`src/rtl/axilite_regfile_slave.sv`:
```
// AXI4-Lite slave over a flop-based register file with a parallel hardware view of every register.
// Optional privilege check on the upper register region is enabled by defining AXIL_PROT_CHECK_EN.
module axilite_regfile_slave #(
    parameter int                    DATA_WIDTH = 32,
    parameter int                    ADDR_WIDTH = 32,
    parameter int                    DEPTH      = 16,
    parameter logic [DATA_WIDTH-1:0] RESET_VAL  = '0,
    parameter int                    PRIV_BASE  = DEPTH / 2
) (
    input  logic                        clk,
    input  logic                        rst_n,
    input  logic [ADDR_WIDTH-1:0]       s_awaddr,
    input  logic [2:0]                  s_awprot,
    input  logic                        s_awvalid,
    output logic                        s_awready,
    input  logic [DATA_WIDTH-1:0]       s_wdata,
    input  logic [DATA_WIDTH/8-1:0]     s_wstrb,
    input  logic                        s_wvalid,
    output logic                        s_wready,
    output logic [1:0]                  s_bresp,
    output logic                        s_bvalid,
    input  logic                        s_bready,
    input  logic [ADDR_WIDTH-1:0]       s_araddr,
    input  logic [2:0]                  s_arprot,
    input  logic                        s_arvalid,
    output logic                        s_arready,
    output logic [DATA_WIDTH-1:0]       s_rdata,
    output logic [1:0]                  s_rresp,
    output logic                        s_rvalid,
    input  logic                        s_rready,
    output logic [DEPTH*DATA_WIDTH-1:0] regs_o,
    output logic [DEPTH-1:0]            wr_pulse_o
);

    localparam int STRB_W = DATA_WIDTH / 8;
    localparam int OFF_W  = $clog2(STRB_W);
    localparam int IDX_W  = ADDR_WIDTH - OFF_W;
    localparam int RIDX_W = (DEPTH > 1) ? $clog2(DEPTH) : 1;
    localparam logic [IDX_W:0] DEPTH_L = (IDX_W + 1)'(DEPTH);
    localparam logic [1:0] RESP_OKAY   = 2'b00;
    localparam logic [1:0] RESP_SLVERR = 2'b10;

    // write-side holding registers
    logic                    aw_held;
    logic [IDX_W-1:0]        aw_idx;
    logic                    aw_priv;
    logic                    w_held;
    logic [DATA_WIDTH-1:0]   w_data;
    logic [STRB_W-1:0]       w_strb;
    logic                    b_valid;
    logic [1:0]              b_resp;

    // read-side response registers
    logic                    r_valid;
    logic [1:0]              r_resp;
    logic [DATA_WIDTH-1:0]   r_data;

    logic [DATA_WIDTH-1:0]   regs_q [DEPTH];
    logic [DEPTH-1:0]        wr_pulse_q;

    logic                    aw_hs;
    logic                    w_hs;
    logic                    ar_hs;
    logic                    commit;
    logic [IDX_W-1:0]        ar_idx;
    logic                    w_in_range;
    logic                    ar_in_range;
    logic                    w_ok;
    logic                    ar_ok;
    logic [RIDX_W-1:0]       w_ridx;
    logic [RIDX_W-1:0]       r_ridx;
    logic                    unused_sigs;

    assign s_awready = ~aw_held;
    assign s_wready  = ~w_held;
    assign s_arready = ~r_valid | s_rready;

    assign aw_hs  = s_awvalid & ~aw_held;
    assign w_hs   = s_wvalid & ~w_held;
    assign ar_hs  = s_arvalid & s_arready;
    // a pending response blocks the next commit until the master takes it
    assign commit = aw_held & w_held & (~b_valid | s_bready);

    assign ar_idx      = s_araddr[ADDR_WIDTH-1:OFF_W];
    assign w_in_range  = {1'b0, aw_idx} < DEPTH_L;
    assign ar_in_range = {1'b0, ar_idx} < DEPTH_L;
    assign w_ridx      = aw_idx[RIDX_W-1:0];
    assign r_ridx      = ar_idx[RIDX_W-1:0];

`ifdef AXIL_PROT_CHECK_EN
    localparam logic [IDX_W:0] PRIV_L = (IDX_W + 1)'(PRIV_BASE);
    assign w_ok  = w_in_range  & (aw_priv     | ({1'b0, aw_idx} < PRIV_L));
    assign ar_ok = ar_in_range & (s_arprot[0] | ({1'b0, ar_idx} < PRIV_L));
    assign unused_sigs = ^{s_awprot[2:1], s_arprot[2:1],
                           s_awaddr[OFF_W-1:0], s_araddr[OFF_W-1:0]};
`else
    assign w_ok  = w_in_range;
    assign ar_ok = ar_in_range;
    assign unused_sigs = ^{s_awprot[2:1], s_arprot, aw_priv,
                           s_awaddr[OFF_W-1:0], s_araddr[OFF_W-1:0]};
`endif

    always_ff @(posedge clk or negedge rst_n) begin
        if (!rst_n) begin
            aw_held <= 1'b0;
            aw_idx  <= '0;
            aw_priv <= 1'b0;
            w_held  <= 1'b0;
            w_data  <= '0;
            w_strb  <= '0;
            b_valid <= 1'b0;
            b_resp  <= RESP_OKAY;
        end else begin
            if (commit) begin
                aw_held <= 1'b0;
                w_held  <= 1'b0;
                b_valid <= 1'b1;
                b_resp  <= w_ok ? RESP_OKAY : RESP_SLVERR;
            end else if (b_valid && s_bready) begin
                b_valid <= 1'b0;
            end
            // capture only while empty, so this never collides with commit
            if (aw_hs) begin
                aw_held <= 1'b1;
                aw_idx  <= s_awaddr[ADDR_WIDTH-1:OFF_W];
                aw_priv <= s_awprot[0];
            end
            if (w_hs) begin
                w_held <= 1'b1;
                w_data <= s_wdata;
                w_strb <= s_wstrb;
            end
        end
    end

    always_ff @(posedge clk or negedge rst_n) begin
        if (!rst_n) begin
            for (int i = 0; i < DEPTH; i++) begin
                regs_q[i] <= RESET_VAL;
            end
            wr_pulse_q <= '0;
        end else begin
            wr_pulse_q <= '0;
            if (commit && w_ok) begin
                // pulse even with an all-zero strobe: the access itself is the event
                wr_pulse_q[w_ridx] <= 1'b1;
                for (int k = 0; k < STRB_W; k++) begin
                    if (w_strb[k]) begin
                        regs_q[w_ridx][8*k +: 8] <= w_data[8*k +: 8];
                    end
                end
            end
        end
    end

    // reads sample the flops before any same-edge write lands
    always_ff @(posedge clk or negedge rst_n) begin
        if (!rst_n) begin
            r_valid <= 1'b0;
            r_data  <= '0;
            r_resp  <= RESP_OKAY;
        end else begin
            if (ar_hs) begin
                r_valid <= 1'b1;
                r_data  <= ar_ok ? regs_q[r_ridx] : '0;
                r_resp  <= ar_ok ? RESP_OKAY : RESP_SLVERR;
            end else if (s_rready) begin
                r_valid <= 1'b0;
            end
        end
    end

    assign s_bvalid   = b_valid;
    assign s_bresp    = b_resp;
    assign s_rvalid   = r_valid;
    assign s_rdata    = r_data;
    assign s_rresp    = r_resp;
    assign wr_pulse_o = wr_pulse_q;

    for (genvar g = 0; g < DEPTH; g++) begin : g_regs_view
        assign regs_o[g*DATA_WIDTH +: DATA_WIDTH] = regs_q[g];
    end

endmodule

```
`config.mk`:
```
export PLATFORM = sky130hd
export DESIGN_NAME = axilite_regfile_slave
export DESIGN_NICKNAME = d
export VERILOG_FILES = /design/src/rtl/axilite_regfile_slave.sv
export SDC_FILE = /design/constraint.sdc
export NUM_CORES = 1
export LEC_CHECK = 0
export ABC_AREA = 1
export CORE_AREA = 2 2 263 265
export CTS_BUF_LIST = sky130_fd_sc_hd__clkbuf_8
export CTS_CLUSTER_DIAMETER = 60
export DETAILED_ROUTE_END_ITERATION = 10
export DIE_AREA = 0 0 265 267
export PLACE_DENSITY = 0.74
export SLEW_MARGIN = 20
export SYNTH_ARGS = -nofsm -noshare
export SYNTH_HDL_FRONTEND = slang
export SYNTH_SLANG_ARGS = --single-unit
```
`constraint.sdc`:
```
create_clock -name clk -period 1.85 [get_ports clk]
set_input_delay 0.185 -clock clk [delete_from_list [all_inputs] [get_ports clk]]
set_output_delay 0.185 -clock clk [all_outputs]
set_load 0.01 [all_outputs]
```
Met4 routing:
Drawn at 2 px/um. Supply wires on this layer in grey.
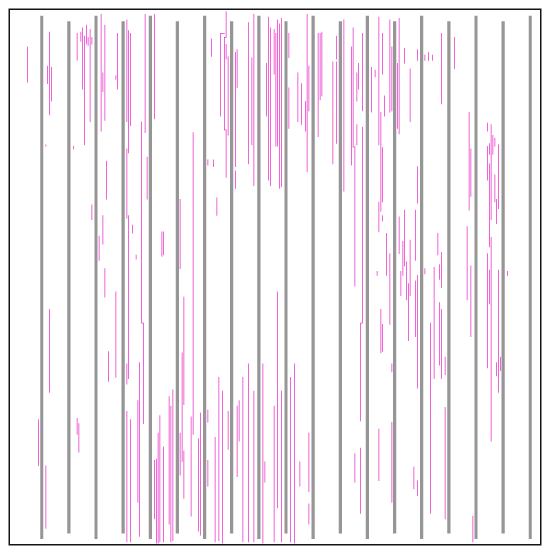
- longest straight run: 151 um
- share of all routed wire: 5.4%
- main direction: vertical
- wire length on this layer: 7370 um

Metal layers overlaid:
Drawn at 2 px/um. Two of the layers only.
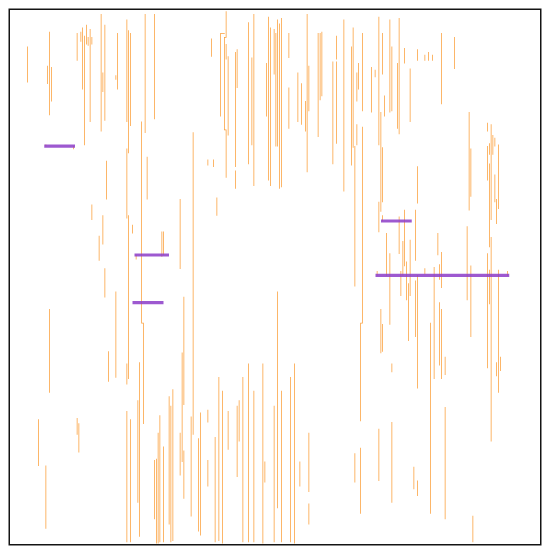
- orange: metal 4 (wire length 7370 um)
- purple: metal 5 (wire length 122 um)

## final cells by class
class | count | area, sq um
antenna | 4 | 10.0
fill | 5668 | 24100
clock inverter | 62 | 444
clock buffer | 136 | 1870
multi-input combinational | 2835 | 14400
sequential | 632 | 15900
tap | 882 | 1100
timing repair buffer | 1007 | 10200
inverter | 21 | 93.8
## logic make-up after synthesis
family	Yosys count	share of synthesized area (%)
other cells	1	0.0118
mux	62	2.20
buf+inv	381	6.07
compound gates	7	0.111
simple gates	2764	41.7
flops	632	49.9
## synthesized netlist by cell type, types with 9 or more instances
master	instances
nand3_1	488
dfrtp_1	632
buf_6	28
inv_2	9
buf_1	20
nor3_1	16
clkbuf_1	203
nand3_4	50
mux2_2	62
nand4_1	512
nor2_1	45
buf_2	69
nand2_1	1625
inv_1	11
buf_4	34
## per-layer routing
metal	wire, um	global-route usage (%)	up-vias
met4	7370	18.4	10
met5	122	0	-
met2	59500	55.7	2458
met3	17400	11.8	452
li1	-	-	14600
met1	51300	49.9	16200
## state kept, by name, indices dropped and copies added, names as in the netlist
name	cells
regs_o	512
s_rdata	32
w_data	32
aw_idx	30
wr_pulse_o	16
w_strb	4
aw_held	1
s_bresp	1
s_bvalid	1
s_rresp	1
s_rvalid	1
w_held	1
## per-stage QoR
stage | cells | instance area, sq um | setup TNS (ps)
5_1_grt | 5577 | 43900 | -76620
3_3_place_gp | 5244 | 40200 | -126690
2_1_floorplan | 3848 | 31700 | 0
3_5_place_dp | 5244 | 40200 | -150460
4_1_cts | 5562 | 43500 | -23180
6_report | 5579 | 43900 | -16690
## report_power, final
| group | switching, mW | internal (mW) | leakage (nW) |
|---|---|---|---|
| Combinational | 5.83 | 2.77 | 13.4 |
| Clock | 6.26 | 7.36 | 1.33 |
| Sequential | 3.54 | 14.6 | 8.62 |
==> flow_results.org <==
#+TITLE: Flow metrics

** Run status
- The run finished, with violations left.
- The checks that failed: negative setup slack.

** Global route
- Global-route usage over all layers :: 37.6%

** Layout
- Leaving out fill and tap cells, the most frequent cells in the layout are 1492 x nand2_1, 604 x dfrtp_1, 512 x nand4_1.
- Highest-count logic cell in the final layout :: nand2_1

** Final timing
- In the post-route analysis, the smallest setup slack over all paths is -104 ps.
- Count of final hold-check violations :: 0
- Top achievable clock speed :: 0.512 GHz
- Time the worst path needs with I/O delays and setup :: 1950 ps
- Count of endpoints failing setup in the final report :: 391

** Drt
- Once detail routing completed, the nets flagged for antenna violations numbered 0.
- Routed wire length :: 136 mm
- First-pass detailed-route iteration total :: 6
- Via count :: 33700

** Setup path
- The data required time reported for the critical path is 2470 ps.
- Reg2reg end :: regs_o[243]$_DFFE_PN0P_
- Startpoint of the most critical setup path :: aw_idx[29]$_DFFE_PN0P_
- Critical Path End :: regs_o[243]$_DFFE_PN0P_
- On the critical path the largest part of the delay comes from simple AND/OR/NAND/NOR gates.
- The slowest stage of the critical path belongs to the cell dfrtp_1.
- Setup slack of the worst register-to-register path :: -100 ps
- The number of cells on the worst reg-to-reg path is 11.
- The worst setup path is launched from a flop.
- Crit path largest cell delay :: 370 ps

** Min path
- Looking at hold timing, the worst path starts from s_awaddr[4].

** Clock tree
- Clock Tree Buf Depth :: 3
- Clk latency late pin :: 750 ps
- Per the CTS log, the maximum H-tree level is 3.
- Register clock-pin slew on the reported worst setup and hold paths :: 60 ps
- Sinks on Clock Net :: 632

** Floorplanning
- The floorplan has 96 rows.
- Die Ht :: 267 um
- Starting utilization of the core area :: 46.6%
- According to the floorplan report, the die width is 265 um.
- I/O pin count :: 682

** Pwr
- Total power draw :: 40.3 mW

** Placed design
- Once detailed placement completed, the half-perimeter wirelength came to 92.7 mm.

** Yosys
- Synthesized cell area :: 0.0317 sq mm
- Dominant synthesized flop cell :: dfrtp_1
- Ranked by total cell area, the synthesized netlist is headed by dfrtp_1 50%, nand2_1 19%, nand4_1 10%.
- The cell count after synthesis came out at 3847.
- Dividing the synthesized area by the synthesized cell count gives 8.24 sq um.
- In the Yosys report the total cell count is 3847.

** Run
- The number of warnings reported in the stage logs is 38.
Power and IR drop assume default switching activity.
